`src/rtl/vga_store_bridge_pkg.sv`:
```
// Shared definitions for the VGA text-window store bridge and its address decoder.
package vga_store_bridge_pkg;

   typedef enum logic [2:0] {
      ST_IDLE,
      ST_ISSUE,
      ST_FILL,
      ST_DONE,
      ST_ERR
   } state_t;

   // Size codes match the core's mem_write_size encoding.
   localparam logic [1:0] SIZE_NONE = 2'b00;
   localparam logic [1:0] SIZE_BYTE = 2'b01;
   localparam logic [1:0] SIZE_HALF = 2'b10;
   localparam logic [1:0] SIZE_WORD = 2'b11;

   localparam int VGA_ADDR_W = 13;
   localparam logic [31:0] DEF_BASE_ADDR = 32'h0000_8000;
   localparam int DEF_NUM_CHARS = 4800;
   localparam logic [VGA_ADDR_W-1:0] DEF_CTRL_OFFSET = 13'h1FFC;

   function automatic logic [2:0] size_to_nbytes(input logic [1:0] size);
      case (size)
         SIZE_BYTE: size_to_nbytes = 3'd1;
         SIZE_HALF: size_to_nbytes = 3'd2;
         SIZE_WORD: size_to_nbytes = 3'd4;
         default:   size_to_nbytes = 3'd0;
      endcase
   endfunction

endpackage

```
`src/rtl/vga_addr_decode.sv`:
```
// Combinational decode of a store address against the 8 KiB VGA text window.
// Shared by the store bridge and, later, the load-side MMIO path.
module vga_addr_decode
   import vga_store_bridge_pkg::*;
#(
   parameter logic [31:0]            BASE_ADDR   = DEF_BASE_ADDR,
   parameter int                     NUM_CHARS   = DEF_NUM_CHARS,
   parameter logic [VGA_ADDR_W-1:0]  CTRL_OFFSET = DEF_CTRL_OFFSET
) (
   input  logic                  valid,
   input  logic [31:0]           addr,
   input  logic [1:0]            size,
   output logic                  hit,
   output logic [VGA_ADDR_W-1:0] offset,
   output logic [2:0]            nbytes,
   output logic                  misaligned,
   output logic                  is_ctrl,
   output logic                  out_of_range
);

   localparam logic [VGA_ADDR_W:0] CELL_LIMIT = (VGA_ADDR_W + 1)'(NUM_CHARS);

   logic [VGA_ADDR_W:0] last_byte;

   // One extra bit so an access near the top of the window cannot wrap past the limit.
   assign offset       = addr[VGA_ADDR_W-1:0];
   assign nbytes       = size_to_nbytes(size);
   assign hit          = valid && (size != SIZE_NONE)
                         && (addr[31:VGA_ADDR_W] == BASE_ADDR[31:VGA_ADDR_W]);
   assign misaligned   = ((size == SIZE_HALF) && offset[0])
                         || ((size == SIZE_WORD) && (offset[1:0] != 2'b00));
   assign is_ctrl      = (offset == CTRL_OFFSET);
   assign last_byte    = {1'b0, offset} + {{(VGA_ADDR_W - 2){1'b0}}, nbytes} - 14'd1;
   assign out_of_range = (last_byte >= CELL_LIMIT);

endmodule

```
`src/rtl/vga_store_bridge.sv`:
```
// Store bridge from the core's store path to the ASCII VGA controller: splits
// stores into per-byte character writes and handles the screen-fill control word.
module vga_store_bridge
   import vga_store_bridge_pkg::*;
#(
   parameter int                     WORD_SIZE   = 32,
   parameter logic [31:0]            BASE_ADDR   = DEF_BASE_ADDR,
   parameter int                     NUM_CHARS   = DEF_NUM_CHARS,
   parameter logic [VGA_ADDR_W-1:0]  CTRL_OFFSET = DEF_CTRL_OFFSET
) (
   input  logic                  clk,
   input  logic                  rst,
   input  logic                  req_valid,
   input  logic [31:0]           req_addr,
   input  logic [WORD_SIZE-1:0]  req_data,
   input  logic [1:0]            req_size,
   output logic                  hit,
   output logic                  req_ready,
   output logic                  done,
   output logic                  error,
   output logic                  busy,
   output logic                  ascii_write_en,
   output logic [VGA_ADDR_W-1:0] ascii_write_address,
   output logic [WORD_SIZE-1:0]  ascii_input
);

   localparam logic [VGA_ADDR_W-1:0] LAST_CELL = VGA_ADDR_W'(NUM_CHARS - 1);

   state_t                  state;
   logic [1:0]              lane;
   logic [1:0]              last_lane;
   logic [1:0]              next_lane;
   logic [VGA_ADDR_W-1:0]   base_off;
   logic [VGA_ADDR_W-1:0]   counter;
   logic [WORD_SIZE-1:0]    data_q;

   logic [VGA_ADDR_W-1:0]   offset;
   logic [2:0]              nbytes;
   logic                    misaligned;
   logic                    is_ctrl;
   logic                    out_of_range;
   logic                    accept;
   logic                    reject;

   vga_addr_decode #(
      .BASE_ADDR   (BASE_ADDR),
      .NUM_CHARS   (NUM_CHARS),
      .CTRL_OFFSET (CTRL_OFFSET)
   ) u_decode (
      .valid        (req_valid),
      .addr         (req_addr),
      .size         (req_size),
      .hit          (hit),
      .offset       (offset),
      .nbytes       (nbytes),
      .misaligned   (misaligned),
      .is_ctrl      (is_ctrl),
      .out_of_range (out_of_range)
   );

   // The control word is exempt from the cell bounds check; it only has to be a word store.
   assign accept    = (state == ST_IDLE) && hit;
   assign reject    = misaligned || (is_ctrl ? (req_size != SIZE_WORD) : out_of_range);
   assign next_lane = lane + 2'd1;

   function automatic logic [WORD_SIZE-1:0] zext(input logic [7:0] ch);
      zext = {{(WORD_SIZE - 8){1'b0}}, ch};
   endfunction

   always_ff @(posedge clk or negedge rst) begin
      if (!rst) begin
         state               <= ST_IDLE;
         lane                <= 2'd0;
         last_lane           <= 2'd0;
         base_off            <= '0;
         counter             <= '0;
         data_q              <= '0;
         req_ready           <= 1'b1;
         done                <= 1'b0;
         error               <= 1'b0;
         busy                <= 1'b0;
         ascii_write_en      <= 1'b0;
         ascii_write_address <= '0;
         ascii_input         <= '0;
      end else begin
         case (state)
            ST_IDLE: begin
               if (accept) begin
                  base_off  <= offset;
                  data_q    <= req_data;
                  last_lane <= 2'(nbytes - 3'd1);
                  lane      <= 2'd0;
                  counter   <= '0;
                  req_ready <= 1'b0;
                  if (reject) begin
                     state <= ST_ERR;
                     done  <= 1'b1;
                     error <= 1'b1;
                  end else begin
                     // First write goes out on the accept edge so it is visible the next cycle.
                     state               <= is_ctrl ? ST_FILL : ST_ISSUE;
                     busy                <= 1'b1;
                     ascii_write_en      <= 1'b1;
                     ascii_write_address <= is_ctrl ? '0 : offset;
                     ascii_input         <= zext(req_data[7:0]);
                  end
               end
            end

            ST_ISSUE: begin
               if (lane == last_lane) begin
                  state               <= ST_DONE;
                  busy                <= 1'b0;
                  done                <= 1'b1;
                  ascii_write_en      <= 1'b0;
                  ascii_write_address <= '0;
                  ascii_input         <= '0;
               end else begin
                  lane                <= next_lane;
                  ascii_write_address <= base_off + VGA_ADDR_W'(next_lane);
                  ascii_input         <= zext(data_q[{next_lane, 3'b000} +: 8]);
               end
            end

            ST_FILL: begin
               if (counter == LAST_CELL) begin
                  state               <= ST_DONE;
                  busy                <= 1'b0;
                  done                <= 1'b1;
                  ascii_write_en      <= 1'b0;
                  ascii_write_address <= '0;
                  ascii_input         <= '0;
               end else begin
                  counter             <= counter + 1'b1;
                  ascii_write_address <= counter + 1'b1;
               end
            end

            ST_DONE, ST_ERR: begin
               state     <= ST_IDLE;
               done      <= 1'b0;
               error     <= 1'b0;
               req_ready <= 1'b1;
            end

            default: begin
               state          <= ST_IDLE;
               done           <= 1'b0;
               error          <= 1'b0;
               busy           <= 1'b0;
               ascii_write_en <= 1'b0;
               req_ready      <= 1'b1;
            end
         endcase
      end
   end

endmodule

```
`config.mk`:
```
export PLATFORM = sky130hd
export DESIGN_NAME = vga_store_bridge
export DESIGN_NICKNAME = d
export VERILOG_FILES = /design/src/rtl/vga_store_bridge_pkg.sv /design/src/rtl/vga_addr_decode.sv /design/src/rtl/vga_store_bridge.sv
export SDC_FILE = /design/constraint.sdc
export NUM_CORES = 1
export LEC_CHECK = 0
export CORE_UTILIZATION = 52
export DETAILED_ROUTE_END_ITERATION = 16
export GPL_TIMING_DRIVEN = 0
export PLACE_DENSITY = 0.82
export SLEW_MARGIN = 20
export SYNTH_ARGS = -nofsm -noshare
export SYNTH_HDL_FRONTEND = slang
export SYNTH_SLANG_ARGS = --single-unit
export TNS_END_PERCENT = 20
```
`constraint.sdc`:
```
create_clock -name clk -period 4.2 [get_ports clk]
set_input_delay 0.42 -clock clk [delete_from_list [all_inputs] [get_ports clk]]
set_output_delay 0.42 -clock clk [all_outputs]
set_load 0.05 [all_outputs]
```
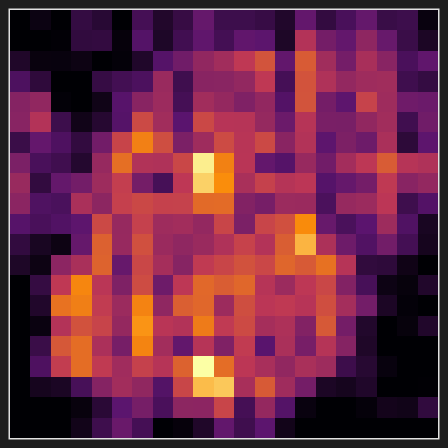
(run_1/metal_density.png)
The die is cut into 21 by 21 equal tiles; black is low, pale yellow is high, scaled to the fullest tile. Values are wire area over tile area, all layers added.
densest ninth of the die: center
tiles over half the peak: 20%
nearly empty tiles: 12%

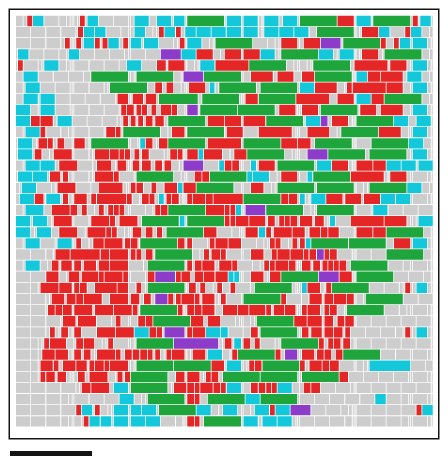
(run_1/placement_by_type.png)
Scale bar: 20 um. Fill, decap, tap and diode cells in gray.
legend:
  cyan:
    class: other buffers and delay cells
    cells: 142
  red:
    class: combinational and other logic
    cells: 426
  green:
    class: flops
    cells: 90
  purple:
    class: clock drivers and dummy loads
    cells: 16
Layout Cell Area excl Fill: 0.00692 mm2
Placement Rows: 37
register share of the cell area: 32.6%

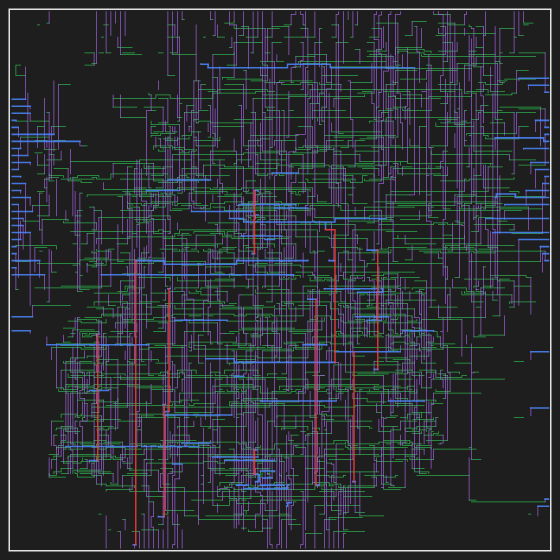
(run_1/wires.png)
legend:
  green:
    layer: metal 1
    wire_length: 5540 um
  purple:
    layer: metal 2
    wire_length: 6640 um
  red:
    layer: metal 4
    wire_length: 254 um
  blue:
    layer: metal 3
    wire_length: 631 um
global-route usage over all layers: 24.7%
Avg WL per Cell: 16.1 um
Vias: 4465
WL final: 13.1 mm

==> summary.txt, run 1 <==
Results of the full flow below.

Power and ir drop:
- The run puts the static leakage at around 3.3 nW.
- The run gives the areal power density over the cells as 255 mW/mm2.
- VDD sags by at most ~130 uV.

Final timing:
- After layout, the minimum clock period comes to around 4 ns.
- The run gives the timing-limited maximum frequency as approximately 250 MHz.
- Setup repair after global routing left no endpoint under its margin.
- The run gives the count of endpoints failing hold in the final timing report as 0.
- Pins over their slew limit in the final report were tallied at 0.
- In the final report, the number of endpoints failing setup comes to 0.
- Measured against its own limit, the worst slew margin works out to between 40% and 50%.
- The run puts the share of the clock period used by the worst path after layout at between 90% and 100%.
- The run puts the slew at the pin closest to its max-slew limit at 0.859 ns.
- The run puts the setup skew after layout at 0.0118 ns.

CTS:
- The run gives the number of buffers between clock root and the deepest sink as 2.
- CTS placed an instance of sky130_fd_sc_hd__clkbuf_8 at the clock tree root.
- The run puts the number of H-tree branching levels at 3.
- The registers of the reported paths see a clock transition of around 0.09 ns.
- The run puts the hold buffer count at cts at 0.
- The run gives the total CTS buffers as 9.
- The run gives the post-CTS resize count as 0.
- The run puts the count of buffers added by post-CTS timing repair for setup at 0.
- TritonCTS built the clock tree.
- At the later pin of the worst-skew pair, clock insertion delay measures ~0.37 ns.
- The run puts the total clock sinks at 90.

Route:
- The run gives the per-cell via count in the routed design as between 5 and 6.
- The violation tally recorded at the end of detailed-routing iteration 0 is approximately 320.
- The run gives the post-route antenna net violation count as 0.
- The run puts the residual DRC count at 0.
- The run puts the iteration tally of the first detailed-router pass at 5.

Place:
- The run puts the post-detailed-placement cell area at roughly 0.0067 mm2.
- The run gives the post-placement cell count as ~800.
- During placement, the flow inserted port buffers numbering about 95.
- Routability-driven placement finished with a final weighted congestion of a little under 0.9.
- The run gives the detailed placement HPWL as approximately 10 mm.

Global routing:
- The run gives the via count of the first global-routing pass as between 4000 and 5000.
- The run gives the global route total overflow as 0.
- The run puts the first-pass GRT wire length at about 21 mm.
- The run puts the pin count of the biggest net entering global routing at 55.
- The number of antenna violations at the first check in global routing is 0.

Synth:
- The run puts the area reported by Yosys stat at 0.00548 mm2.
- Yosys reported that registers with async set or reset make up 100%.
- The run gives the synthesized netlist cell count as between 500 and 600.
- The run gives the post-synthesis instance area as approximately 0.0055 mm2.
- The Yosys step of the flow raised 0 warnings.
- The run puts the number of enable flip-flop cells at 0.
- Per the post-synthesis stats, the area per cell is just over 10 um2.
- The share of the Yosys chip area taken by registers is between 40% and 50%.
- The commonest register cell is sky130_fd_sc_hd__dfrtp_1.
- The run puts the number of distinct library cell variants in the gate-level netlist after synthesis at 61.
- After synthesis the netlist holds a flip-flop and latch count of 90.
- The run puts the number of cells in the yosys synthesis report at between 500 and 600.

Floorplan:
- The run gives the initial cell density of the core as between 50 and 60%.
- The run gives the placeable core area as 0.0103 mm2.
- The run gives the horizontal die size as ~100 um.
- The run puts the overall chip area at approximately 0.011 mm2.
- According to the floorplan report, the die height is around 100 um.
- The run gives the count of inserted tapcells as between 100 and 150.
- The run puts the number of top-level pins at about 120.

Setup path:
- The run gives the critical path required time as 4.46 ns.
- The run puts the critical path buffer and inverter count at 5.
- The run gives the startpoint of the most critical setup path as req_size[1].
- The run gives the critical register-to-register path startpoint as lane[1]$_DFFE_PN0P_.
- The run gives the data arrival time of the critical path as around 4.2 ns.
- The worst setup path is launched from a primary input.
- The run gives the standard cell with the maximum stage delay on the critical path as sky130_fd_sc_hd__clkdlybuf4s50_1.
- The critical path in this run is classified as in -> reg.
- The timing report attributes the biggest portion of critical-path delay to AND-OR/OR-AND gates.
- The critical path ends at ascii_input[4]$_DFFE_PN0P_.
- For the worst reg-to-reg path, the endpoint reported by OpenROAD is ascii_write_address[12]$_DFFE_PN0P_.
- In this design, the stage delay of the slowest critical-path cell is between 0.5 and 0.6 ns.
- The run puts the cell depth of the worst flop-to-flop path at 8.
- The worst setup path is captured at a flop.
- The run gives the critical-path maximum fanout as 8.
- The worst register-to-register path has a setup slack of just under 0.9 ns.
- The cell sequence reported for the critical path is clkdlybuf4s50_1 -> ha_1 -> inv_1 -> ha_1 -> inv_1 -> ha_1 -> inv_1 -> fa_1 -> nor2b_1 -> o2111ai_1 -> a31oi_2 -> o22ai_1 -> mux2_4 -> a41o_1 -> a21oi_4 -> nor2b_2 -> buf_6 -> mux2_4.
- Walking the critical path from launch to capture passes 18 cell instances.

Job:
- The number of maximum-capacitance violations recorded for the run is 0.
- The run puts the OpenROAD warning count at 38.

Cells and area:
- The run gives the buffer count excluding the clock tree in the final layout as ~140.
- The run gives the fraction of cell area in non-clock buffers as 18.1%.
- The area taken by multi-input combinational cells is reported as about 0.0029 mm2.
- The run puts the number of antenna cells inserted at 0.
- The run puts the final core utilization at between 60% and 70%.
- The run puts the area added between synthesis and finish at 26.2%.
- In the final layout, the share of cells above drive strength 1 is 16.0%.
- The run puts the flip-flop and latch count at approximately 90.
- The run gives the inverter tally of the final layout excluding the clock network as 35.
- The layout report lists the clock-cell share of area as a little under 3%.
- The run puts the share of cell area taken by multi-input logic gates at 42.0%.
- The run puts the filler-free cell count of the finished design at 810.
- The layout has a little under 800 filler cells.
- Ranked by total area, the top cell class in this layout is multi-input combinational cells.
- The run puts the flip-flop and latch area at 0.00225 mm2.
- The run gives the multi-input combinational cell count as approximately 390.
- The run gives the number of nets at the end of the flow as around 770.
- The run gives the count of clock buffers in the final design as 10.

Worst hold path:
- The run gives the type of the worst min-delay path as in -> async.

Run status:
- The flow ran to the end, and the final reports show no timing, DRC or antenna violations.
## run 1: cell families after synthesis
| family | after synthesis | share of synthesized area [%] |
|---|---|---|
| AND-OR/OR-AND | 121 | 15.2 |
| flip-flops | 90 | 41.1 |
| adder cells (fa/ha/maj) | 30 | 7.12 |
| AND/OR/NAND/NOR | 137 | 11.9 |
| other | 1 | 0.0684 |
| multiplexers | 51 | 12.7 |
| buffers and inverters | 81 | 7.44 |
| XOR/XNOR | 28 | 4.47 |
## run 1: layer usage
metal / vias up / GRT usage, % / part of all wire (%)
met1: 2176 / 31.1 / 42
met2: 148 / 42.4 / 51
li1: 2118 / - / -
met5: - / 0 / 0
met4: 0 / 9.15 / 1.9
met3: 23 / 4.49 / 4.8
## run 1: placed cells by master (no fill, tap or decap), types with 14 or more instances in the layout
master / synthesis / final
sky130_fd_sc_hd__mux2_2: 34 / 34
sky130_fd_sc_hd__xnor2_1: 15 / 15
sky130_fd_sc_hd__dfrtp_1: 89 / 89
sky130_fd_sc_hd__nor2_1: 36 / 36
sky130_fd_sc_hd__o21ai_0: 49 / 49
sky130_fd_sc_hd__inv_1: 34 / 34
sky130_fd_sc_hd__conb_1: 1 / 24
sky130_fd_sc_hd__nand3_1: 14 / 14
sky130_fd_sc_hd__nand2_1: 43 / 43
sky130_fd_sc_hd__ha_1: 28 / 28
sky130_fd_sc_hd__clkbuf_1: 17 / 16
sky130_fd_sc_hd__buf_4: 25 / 26
sky130_fd_sc_hd__clkdlybuf4s50_1: 0 / 93
## run 1: power by group
group / internal (mW) / leakage (nW) / switching (mW)
Combinational: 0.130 / 2.03 / 0.159
Sequential: 0.866 / 1.19 / 0.0000328
Clock: 0.292 / 0.103 / 0.316
## run 1: cells in the mapped netlist, drive strengths merged (3+ instances only)
cell type / number / area (um2)
and3: 6 / 37.5
nor3: 5 / 25.0
o41ai: 3 / 26.3
a221oi: 10 / 87.6
nand2: 43 / 161
xnor2: 15 / 131
a31oi: 4 / 37.5
nand3: 14 / 70.1
nor4: 3 / 18.8
ha: 28 / 350
o31ai: 3 / 22.5
nor2: 36 / 135
xor2: 13 / 114
nand4: 3 / 18.8
mux4: 8 / 180
nor2b: 5 / 33.8
nand2b: 9 / 56.3
mux2: 43 / 518
buf: 29 / 213
clkbuf: 17 / 63.8
a21oi: 14 / 81.3
and2: 3 / 18.8
a211oi: 3 / 35.0
o221ai: 3 / 26.3
dfrtp: 89 / 2230
o21ai: 49 / 245
inv: 34 / 128
a21o: 8 / 60.1
or3: 3 / 18.8
a22o: 8 / 70.1
## run 1: through the flow
stage | setup WS [ns] | TNS, ns | hold WS [ns] | power [mW]
after floorplan | 0.744 | 0 | 0.124 | 1.05
after global placement | -0.463 | -42.01 | 0.471 | 1.16
after detailed placement | -0.258 | -4.33 | 0.418 | 1.17
after CTS | 0.142 | 0 | 0.00958 | 1.77
after global routing | 0.0339 | 0 | 0.0287 | 1.84
final | 0.223 | 0 | 0.00496 | 1.76
## run 1: registers in the layout, summed over array words and instances (netlist names)
name and flops:
counter 13, error 1, base_off 13, ascii_input 8, last_lane 2, ascii_write_address 13, state 3, done 1
data_q 32, req_ready 1, ascii_write_en 1, lane 2
==> run_1/layer_met1.png <==
Supply wires on this layer in gray.
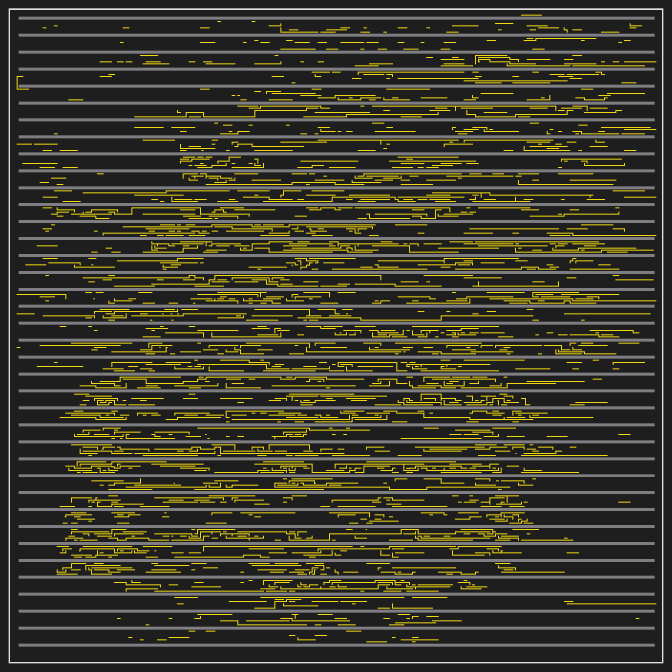

==> run 2: changes to the inputs <==
--- a/config.mk
+++ b/config.mk
@@ -6,6 +6,7 @@
 export NUM_CORES = 1
 export LEC_CHECK = 0
 export CORE_UTILIZATION = 52
+export CTS_BUF_LIST = sky130_fd_sc_hd__clkbuf_4
 export DETAILED_ROUTE_END_ITERATION = 16
 export GPL_TIMING_DRIVEN = 0
 export PLACE_DENSITY = 0.82
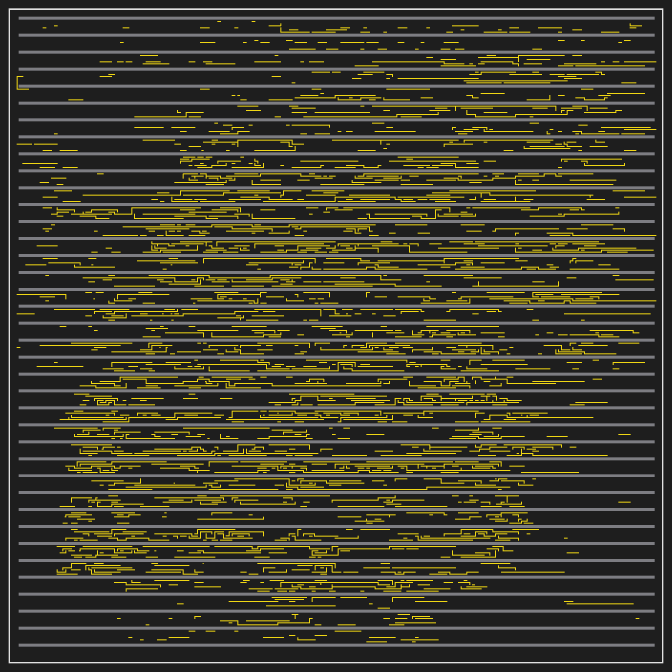
(run_2/layer_met1.png)
Supply wires on this layer in gray.
main direction: horizontal
nets with wire on the layer: 681
WL final: 13.1 mm
Vias: 4441
GRT met1 Usage: 30.6%

==> run 2 against run 1 <==
Sequential share of layout area rose by 0.27 points. Die area did not move. Largest power group unchanged. Global-route usage fell by 0.19 points. Hold slack improved by 0.44 ns.
==> summary.txt, run 2 <==
Results of the full flow below.

Floorplan:
- The run gives the initial cell density of the core as 53.4% (unchanged).
- The run gives the placeable core area as 0.0103 mm2 (unchanged).
- The run puts the number of top-level pins at 120 (unchanged).
- The run gives the horizontal die size as 105 um (unchanged).
- The row count was 37 (unchanged).
- The run puts the die boundary height at 105 um (unchanged).
- The run gives the overall chip area as 0.0110 mm2 (unchanged).

Final timing:
- The run gives the slew at the pin closest to its max-slew limit as 0.868 ns (+0.00924 ns).
- The run puts the setup skew after layout at 0.0204 ns (+0.00855 ns).
- The run gives the timing-limited maximum frequency as 252 MHz (+0.33%).
- The run puts the worst max-slew margin expressed relative to the limit at 42.1% (-0.62 points).
- The final count of negative-setup-slack endpoints was 0 (unchanged).
- The final count of pins violating max slew is 0 (unchanged).
- The run gives the clock period minus final worst setup slack as 3.96 ns (-0.0130 ns).
- The run puts the share of the clock period used by the worst path after layout at 94.4% (-0.31 points).
- The count of endpoints failing hold in the final timing report is 0 (unchanged).
- The run gives the total negative setup slack as 0 ns (unchanged).

Synth:
- After synthesis, the cell types taking the most area are sky130_fd_sc_hd__dfrtp_1 41%, sky130_fd_sc_hd__mux2_2 7.0%, sky130_fd_sc_hd__ha_1 6.4%, sky130_fd_sc_hd__o21ai_0 4.5%, sky130_fd_sc_hd__buf_4 3.4%.
- The area reported by Yosys stat was 0.00548 mm2 (unchanged).
- The run gives the average instance area after synthesis as 10.2 um2 (unchanged).
- After synthesis, the most frequently instantiated cells are 89 x sky130_fd_sc_hd__dfrtp_1, 49 x sky130_fd_sc_hd__o21ai_0, 43 x sky130_fd_sc_hd__nand2_1, 36 x sky130_fd_sc_hd__nor2_1.
- The area share of the leading cell type in the synthesized netlist came to 40.6% (unchanged).
- The portion of the post-synthesis area used by sequential elements was 41.1% (unchanged).
- The run gives the number of cells in the yosys synthesis report as 539 (unchanged).
- The run puts the synthesized netlist cell count at 539 (unchanged).
- The run puts the count of state elements after synthesis at 90 (unchanged).
- The run gives the predominant post-synthesis flop cell as sky130_fd_sc_hd__dfrtp_1.
- The cell type that accounts for the most area after synthesis is sky130_fd_sc_hd__dfrtp_1.
- The post-synthesis instance area is 0.00548 mm2 (unchanged).
- The run puts the number of distinct library cell variants in the gate-level netlist after synthesis at 61 (unchanged).
- The run puts the number of enable flip-flop cells at 0 (unchanged).
- The run gives the tally of yosys warning messages as 0 (unchanged).
- The most frequently used library cell after synthesis is sky130_fd_sc_hd__dfrtp_1.
- The run gives the share of synthesized registers carrying an async set or reset as 100% (unchanged).

CTS:
- The total clock sinks is 90 (unchanged).
- Per the CTS log, the root buffer master is sky130_fd_sc_hd__clkbuf_4.
- The run puts the number of buffers between clock root and the deepest sink at 2 (unchanged).
- The run gives the count of buffers added by post-CTS timing repair for setup as 0 (unchanged).
- The run puts the number of H-tree branching levels at 3 (unchanged).
- The run puts the worst-skew pair later-pin latency at 0.47 ns (+0.10 ns).
- TritonCTS built the clock tree.
- The run gives the hold buffer count at cts as 1 (+1).
- The clock transition at the registers of the reported paths came to 0.15 ns (+0.06 ns).
- The run gives the total CTS buffers as 9 (unchanged).
- The run puts the post-CTS resize count at 0 (unchanged).

Cells and area:
- The run gives the filler-free cell count of the finished design as 812 (+0.25%).
- The run gives the most frequently placed logic cell in the final layout as sky130_fd_sc_hd__clkdlybuf4s50_1.
- The library cells used most frequently in the layout, excluding fill and tap cells, are 94 x sky130_fd_sc_hd__clkdlybuf4s50_1, 89 x sky130_fd_sc_hd__dfrtp_1, 49 x sky130_fd_sc_hd__o21ai_0, 43 x sky130_fd_sc_hd__nand2_1, 36 x sky130_fd_sc_hd__nor2_1.
- The run gives the final core utilization as 66.8% (-0.56 points).
- The run puts the number of flip-flops under the largest register name at 32 (unchanged).
- The run gives the register name with the most flops as data_q.
- The run gives the share of layout cells above drive strength 1 as 15.7% (-0.32 points).
- The run gives the number of nets at the end of the flow as 769 (+0.13%).
- The run gives the finished layout cell area as 0.00687 mm2 (-0.83%).
- The run gives the area added between synthesis and finish as 25.2%.
- The fill cell total of the finished layout came to 805 (+1.6%).

Power and ir drop:
- The run gives the static leakage as 3.28 nW (-1.1%).
- The areal power density over the cells came to 240 mW/mm2 (-5.9%).
- The run gives the worst ir drop on vdd as 135 uV (+0.18%).

Run status:
- The flow ran to the end, and the final reports show no timing, DRC or antenna violations.

Route:
- The run puts the post-route antenna net violation count at 0 (unchanged).
- The run puts the per-cell via count in the routed design at 5.47 (-0.78%).
- The run gives the iteration tally of the first detailed-router pass as 4 (-1).
- The residual DRC count is 0 (unchanged).
- The final routed wire length divided by cell count came to 16.1 um (-0.38%).
- The run puts the number of DRC markers in iteration 0 at 251 (-21%).

Place:
- The run gives the placer's final routability congestion estimate as 0.893 (unchanged).
- The run gives the port buffer count as 95 (unchanged).
- The run gives the detailed placement HPWL as 10.1 mm (unchanged).
- The run gives the post-detailed-placement cell area as 0.00672 mm2 (unchanged).
- The run gives the post-placement cell count as 794 (unchanged).

Global routing:
- The run gives the global route total overflow as 0 (unchanged).
- The run gives the routing usage on met2 as 42.5% (+0.14 points).
- The run puts the pin count of the biggest net entering global routing at 55 (unchanged).
- The routing usage on met3 was 3.74% (-0.75 points).
- The run puts the via count of the first global-routing pass at 4443 (-0.090%).
- The first-pass GRT wire length came to 21.1 mm (-0.56%).
- The run puts the number of antenna violations at the first check in global routing at 1 (+1).
- The run puts the overall fraction of global-route tracks in use at 24.5% (-0.19 points).
- The run gives the most used routing layer as met2.

Setup path:
- The run gives the critical-path maximum fanout as 8 (unchanged).
- The critical path required time is 4.57 ns (+0.11 ns).
- The worst setup path is captured at a flop.
- For reference, the most critical setup path is categorized as in -> reg.
- STA classifies the critical path startpoint as a primary input.
- The run puts the data arrival time of the critical path at 4.33 ns (+0.10 ns).

Worst hold path:
- According to the hold report, the worst path is of the in -> async type.

Job:
- The run puts the OpenROAD warning count at 38 (unchanged).
- The run puts the number of maximum-capacitance violations at 0 (unchanged).
[run 2: cell counts after synthesis]
Identical to the previous run, type by type.
[run 2: path summary, 6_finish.rpt]
check	start	endpoint	slack (ns)	depth (start not counted)
max in group asynchronous	rst	req_ready$_DFFE_PN1P_	3.09	3
max reg2reg	lane[1]$_DFFE_PN0P_	ascii_write_address[12]$_DFFE_PN0P_	0.87	8
min reg2reg	ascii_write_address[8]$_DFFE_PN0P_	ascii_write_address[8]$_DFFE_PN0P_	0.50	2
min in group clk	ascii_write_address[8]$_DFFE_PN0P_	ascii_write_address[8]$_DFFE_PN0P_	0.50	2
min	rst	base_off[1]$_DFFE_PN0P_	0.45	2
max	req_size[0]	ascii_input[4]$_DFFE_PN0P_	0.24	19
[run 2: stage by stage]
stage	hold WS [ns]	power [mW]	setup WS (ns)
2_1_floorplan	0.124	1.05	0.744
3_3_place_gp	0.471	1.16	-0.463
3_5_place_dp	0.418	1.17	-0.258
4_1_cts	0.465	1.65	0.238
5_1_grt	0.489	1.71	-0.00693
6_report	0.447	1.65	0.236
[run 2: routing by layer]
metal	vias up	wire length [um]
li1	2122	-
met4	0	272
met3	21	586
met5	-	0
met1	2172	5580
met2	126	6610
[run 2: layout make-up]
type                       count  area [um2]  area share [%]
clock inverter                 7        68.8            1.00
timing repair buffer          97         986            14.4
sequential                    90        2250            32.8
antenna                        1        2.50          0.0364
multi-input combinational    391        2910            42.4
buffer                        46         277            4.03
inverter                      35         131            1.91
clock buffer                   9        67.6           0.984
tap                          136         170            2.48
[run 2: power by group]
group / leakage [nW] / switching [mW] / total [mW] / internal [mW]
Clock: 0.0737 / 0.308 / 0.489 / 0.180
Combinational: 2.02 / 0.159 / 0.290 / 0.131
Sequential: 1.19 / 0.0000325 / 0.867 / 0.867
[run 2: logic make-up after synthesis]
logic type	count (synthesis)	synth area share, %
AND-OR/OR-AND	121	15.2
multiplexers	51	12.7
XOR/XNOR	28	4.47
AND/OR/NAND/NOR	137	11.9
buffers and inverters	81	7.44
flip-flops	90	41.1
other	1	0.0684
adder cells (fa/ha/maj)	30	7.12
[run 2: critical path, cell delays in order]
cell,delay [ns]
sky130_fd_sc_hd__clkdlybuf4s50_1,0.55
sky130_fd_sc_hd__inv_1,0.11
sky130_fd_sc_hd__ha_1,0.21
sky130_fd_sc_hd__inv_1,0.06
sky130_fd_sc_hd__ha_1,0.22
sky130_fd_sc_hd__inv_1,0.06
sky130_fd_sc_hd__ha_1,0.16
sky130_fd_sc_hd__inv_1,0.05
sky130_fd_sc_hd__fa_1,0.37
sky130_fd_sc_hd__nor2b_1,0.13
sky130_fd_sc_hd__o2111ai_1,0.18
sky130_fd_sc_hd__a31oi_2,0.28
sky130_fd_sc_hd__o22ai_1,0.15
sky130_fd_sc_hd__mux2_4,0.34
sky130_fd_sc_hd__a41o_1,0.26
sky130_fd_sc_hd__a21oi_4,0.25
sky130_fd_sc_hd__nor2b_2,0.08
sky130_fd_sc_hd__buf_6,0.16
sky130_fd_sc_hd__mux2_4,0.30
Power figures rest on the tool's default switching activity, not on a simulated workload.
